===== config.mk =====
export PLATFORM = sky130hd
export DESIGN_NAME = cic_interpolator_flat
export DESIGN_NICKNAME = d
export VERILOG_FILES = /design/src/rtl/cic_interpolator_if.sv /design/src/rtl/cic_interpolator.sv /design/src/flat_wrapper.sv
export SDC_FILE = /design/constraint.sdc
export NUM_CORES = 1
export LEC_CHECK = 0
export CAP_MARGIN = 15
export CORE_MARGIN = 1
export CORE_UTILIZATION = 50
export CTS_CLUSTER_SIZE = 40
export DETAILED_ROUTE_END_ITERATION = 7
export GPL_TIMING_DRIVEN = 0
export HOLD_SLACK_MARGIN = 0.15
export PLACE_DENSITY_LB_ADDON = 0.25
export SLEW_MARGIN = 10
export SYNTH_ARGS = -nofsm -noshare
export SYNTH_HDL_FRONTEND = slang
export SYNTH_SLANG_ARGS = --single-unit

===== constraint.sdc =====
create_clock -name clk -period 6.55 [get_ports clk]
set_clock_uncertainty 0.15 [all_clocks]
set_input_delay 1.31 -clock clk [delete_from_list [all_inputs] [get_ports clk]]
set_output_delay 1.31 -clock clk [all_outputs]
set_load 0.02 [all_outputs]

===== src/rtl/cic_interpolator_if.sv =====
// Sample-stream bundle for the CIC interpolator: low-rate input handshake
// plus the fast-rate output strobe.
interface cic_interpolator_if #(
   parameter int unsigned X_WIDTH = 12,
   parameter int unsigned Y_WIDTH = X_WIDTH
);
   logic signed [X_WIDTH-1:0] x;
   logic                      x_valid;
   logic                      x_ready;
   logic signed [Y_WIDTH-1:0] y;
   logic                      y_valid;

   modport master (
      output x, x_valid,
      input  x_ready, y, y_valid
   );

   modport slave (
      input  x, x_valid,
      output x_ready, y, y_valid
   );
endinterface


===== src/rtl/cic_interpolator.sv =====
// M-stage CIC interpolator by R: combs at the input rate, zero-stuffing,
// and a pipelined integrator cascade at the clock rate, all clock-enabled.
module cic_interpolator #(
   parameter int unsigned R       = 4,
   parameter int unsigned M       = 2,
   parameter int unsigned X_WIDTH = 12,
   parameter int unsigned Y_WIDTH = X_WIDTH
) (
   input  logic               clk,
   input  logic               rst_n,
   input  logic               enabled,
   cic_interpolator_if.slave  bus
);
   localparam int unsigned K     = $clog2(R);
   localparam int unsigned W     = X_WIDTH + M * K;
   localparam int unsigned Y_MSB = X_WIDTH + (M - 1) * K - 1;

   logic [K-1:0]          p_q, p_d;
   logic signed [W-1:0]   dly_q [M];
   logic signed [W-1:0]   dly_d [M];
   logic signed [W-1:0]   integ_q [M];
   logic signed [W-1:0]   integ_d [M];
   logic                  y_valid_q, y_valid_d;

   logic                  ready;
   logic                  accept;
   logic                  step;
   logic signed [W-1:0]   comb_v;
   logic signed [W-1:0]   stuff;
   logic                  unused_ok;

   always_comb begin
      ready  = enabled && (p_q == '0);
      accept = bus.x_valid && ready;
      step   = accept || (enabled && (p_q != '0));

      p_d       = p_q;
      dly_d     = dly_q;
      integ_d   = integ_q;
      y_valid_d = step;

      // Comb chain walked through one running value so each delay captures its stage input.
      comb_v = {{(W - X_WIDTH){bus.x[X_WIDTH-1]}}, bus.x};
      for (int unsigned i = 0; i < M; i++) begin
         if (accept) dly_d[i] = comb_v;
         comb_v = comb_v - dly_q[i];
      end
      stuff = accept ? comb_v : '0;

      // R is a power of two, so the phase wraps to 0 naturally after R-1.
      if (accept) begin
         p_d = K'(1);
      end else if (enabled && (p_q != '0)) begin
         p_d = p_q + K'(1);
      end

      if (step) begin
         integ_d[0] = integ_q[0] + stuff;
         for (int unsigned i = 1; i < M; i++) begin
            integ_d[i] = integ_q[i] + integ_q[i-1];
         end
      end
   end

   always_ff @(posedge clk) begin
      if (!rst_n) begin
         p_q       <= '0;
         y_valid_q <= 1'b0;
         for (int unsigned i = 0; i < M; i++) begin
            dly_q[i]   <= '0;
            integ_q[i] <= '0;
         end
      end else begin
         p_q       <= p_d;
         y_valid_q <= y_valid_d;
         dly_q     <= dly_d;
         integ_q   <= integ_d;
      end
   end

   // Truncating slice divides out the R^(M-1) DC gain of the cascade.
   assign bus.x_ready = ready;
   assign bus.y       = integ_q[M-1][Y_MSB -: Y_WIDTH];
   assign bus.y_valid = y_valid_q;

   assign unused_ok = ^integ_q[M-1];
endmodule


===== src/flat_wrapper.sv =====
// flat-port wrapper written by rule: the top's interface ports become plain ports
module cic_interpolator_flat 
#(
   parameter int unsigned R       = 4,
   parameter int unsigned M       = 2,
   parameter int unsigned X_WIDTH = 12,
   parameter int unsigned Y_WIDTH = X_WIDTH
)
  (clk, rst_n, enabled, bus_x, bus_x_valid, bus_x_ready, bus_y, bus_y_valid);
  cic_interpolator_if #(.X_WIDTH(X_WIDTH), .Y_WIDTH(Y_WIDTH)) bus_i ();
  input  logic clk;
  input  logic rst_n;
  input  logic enabled;
  input wire logic [$bits(bus_i.x)-1:0] bus_x;
  input wire logic [$bits(bus_i.x_valid)-1:0] bus_x_valid;
  output wire logic [$bits(bus_i.x_ready)-1:0] bus_x_ready;
  output wire logic [$bits(bus_i.y)-1:0] bus_y;
  output wire logic [$bits(bus_i.y_valid)-1:0] bus_y_valid;
  assign bus_i.x = bus_x;
  assign bus_i.x_valid = bus_x_valid;
  assign bus_x_ready = bus_i.x_ready;
  assign bus_y = bus_i.y;
  assign bus_y_valid = bus_i.y_valid;
  cic_interpolator #(.R(R), .M(M), .X_WIDTH(X_WIDTH), .Y_WIDTH(Y_WIDTH)) u_core (.clk(clk), .rst_n(rst_n), .enabled(enabled), .bus(bus_i));
endmodule

==> results_slide.txt <==
Flow Results at a Glance

Synth
  – Mapped Avg Cell Area: 7.97 µm²
  – Yosys stat chip area: 4550 µm²
  – FFs w/ async S/R, synth: 0%
  – Area leader share: 24.6%
  – Cell with the most instances after synthesis: nand2_1
  – Syn_nets: 643
  – Post-synth EDFFs: 0

CTS
  – Post_cts resized: 0
  – Insertion Delay late pin: 0.31 ns
  – Post-CTS Setup Inserts: 0
  – Clock Path Buffers: 2

Layout
  – Flip-flops: 56
  – Nets: 678
  – Clock buffer count: 6
  – Fillers: 814
  – Comb area: 3090 µm²
  – Share of post-route cells with drive strength above 1: 5.12%
  – Register Area: 1120 µm²
  – Final-layout clock-cell area share: 1.54%

Routing
  – DRT iter0 DRCs: 148
  – Metal3 WL: 337 µm

Min path
  – Hold endpoint: u_core.p_q[1]

STA
  – Max Slew Vio Count: 0
  – Transition time of the tightest slew-check pin: 0.622 ns
  – RSZ-0062 raised after global routing: false
  – Worst hold slack: 0.307 ns

Worst setup path
  – Worst reg-to-reg setup slack: 1.59 ns
  – Reg-to-Reg End: u_core.integ_q[29]
  – Arrival time worst endpoint: 6.18 ns
  – Crit. Startpoint: bus_x[0]

Run status
  – Outcome: completed

Pwr
  – Sequential Power Share: 39.5%
  – Leak pwr: 0.00211 µW
  – Clock power frac: 19.9%
  – Psw: 347 µW
  – Top contributor to total power: combinational cells
  – PwrDens: 188 nW/µm²

Die
  – Chip area: 9490 µm²
  – Row count: 34

Global route
  – Vias in the first global route: 3,853
  – Gr busiest metal: met2

Place
  – Dpl cell area: 4970 µm²
  – DP Worst Slack: 0.129 ns
[critical path, cell delays in order]
cell and delay (ns):
clkdlybuf4s50_1 0.42, inv_1 0.06, ha_1 0.16, inv_1 0.05, fa_1 0.39, a21o_1 0.20
a21oi_1 0.27, o21bai_1 0.10, a21oi_1 0.18, xnor2_1 0.17, ha_1 0.31, a21o_2 0.24
o41ai_4 0.41, o21ai_1 0.15, a31oi_1 0.21, xor2_1 0.16, nor2_1 0.06, ha_1 0.35
and4_1 0.18, o211ai_1 0.10, a31oi_1 0.14, o211ai_1 0.17, o31a_1 0.19, mux2i_1 0.19
[state kept, by name (all words and copies together), names as in the netlist]
| register | cells |
|---|---|
| u_core.bus.y | 12 |
| u_core.bus.y_valid | 1 |
| u_core.dly_q | 25 |
| u_core.integ_q | 16 |
| u_core.p_q | 2 |
[cells by family after synthesis]
| kind of cell | after synthesis | share of synthesized area (%) |
|---|---|---|
| and+or+nand+nor | 191 | 20.9 |
| buffers and inverters | 74 | 7.37 |
| xor gates and xnor gates | 34 | 6.54 |
| AOI/OAI and AO/OA | 159 | 24.3 |
| adders and majority gates | 56 | 16.1 |
| muxes | 1 | 0.220 |
| DFF | 56 | 24.6 |
[placed cells by master, fill, tap and decap left out, types with 14 or more instances in the layout]
cell type        netlist  layout
nand2_1               70      70
dfxtp_1               56      56
ha_1                  52      52
inv_1                 42      42
a21oi_1               28      28
clkdlybuf4s50_1        0      28
o21ai_1               25      25
nor2_1                23      23
nand3_1               20      20
a21boi_0              20      20
xnor2_1               19      19
clkbuf_1              17      18
xor2_1                15      15
o21ai_0               15      15
nor2b_1               14      14
[per-stage QoR]
step	std cells	utilization (%)	total power (µW)
global placement	707	56.7	753
detailed placement	707	56.7	767
CTS	714	57.6	958
global route	714	57.6	1030
floorplan	571	-	679
finish	714	57.6	950
==> images/layers.png <==
(4 px per µm)
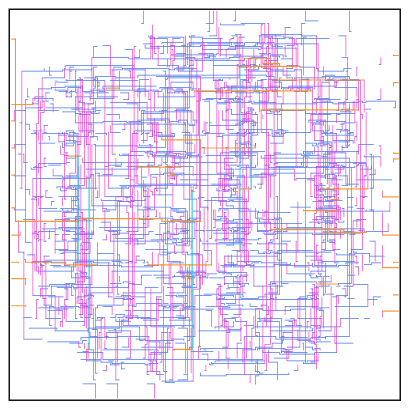
M4: in cyan, wire length 281 µm. M1: in blue, wire length 4,550 µm. M3: in orange, wire length 338 µm. M2: in magenta, wire length 4,990 µm.
Via Count: 4,039
wire per inst: 14.2 µm
final WL: 10.2 mm
Overall Global Routing Usage: 22.7%

==> images/congestion_map.png <==
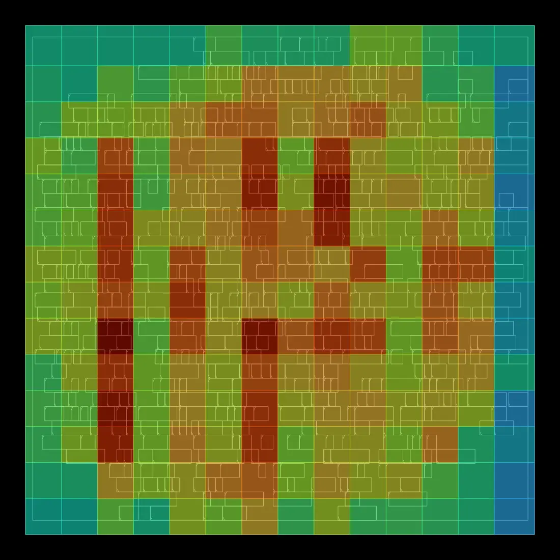
M1 GR Usage: 27.9%
met2 Use GR: 39.9%
fin util: 57.6%

==> images/pinout.png <==
(3 px per µm) Pins as bars across the die edge, other pins in gray.
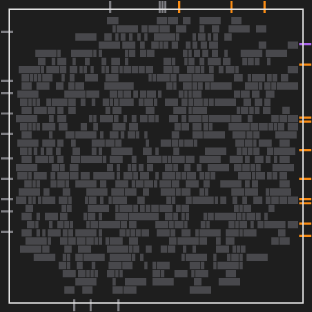
bus_y: in orange, pins 12, direction output, edge 9 right, 3 top. bus_y_valid: in purple, pins 1, direction output, edge right.
Die Span Y: 97.4 µm
die width: 97.4 µm
Port Buffers: 28

==> images/port_trees.png <==
(4 px per µm)
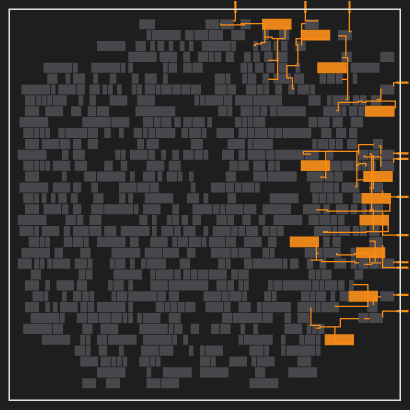
bus_y: in orange, direction output, edge 9 right, 3 top, end cells 12, buffers 24, wire 406 µm.
Top Ports: 30

No activity file was given, so power comes from the tool's default toggle rates.
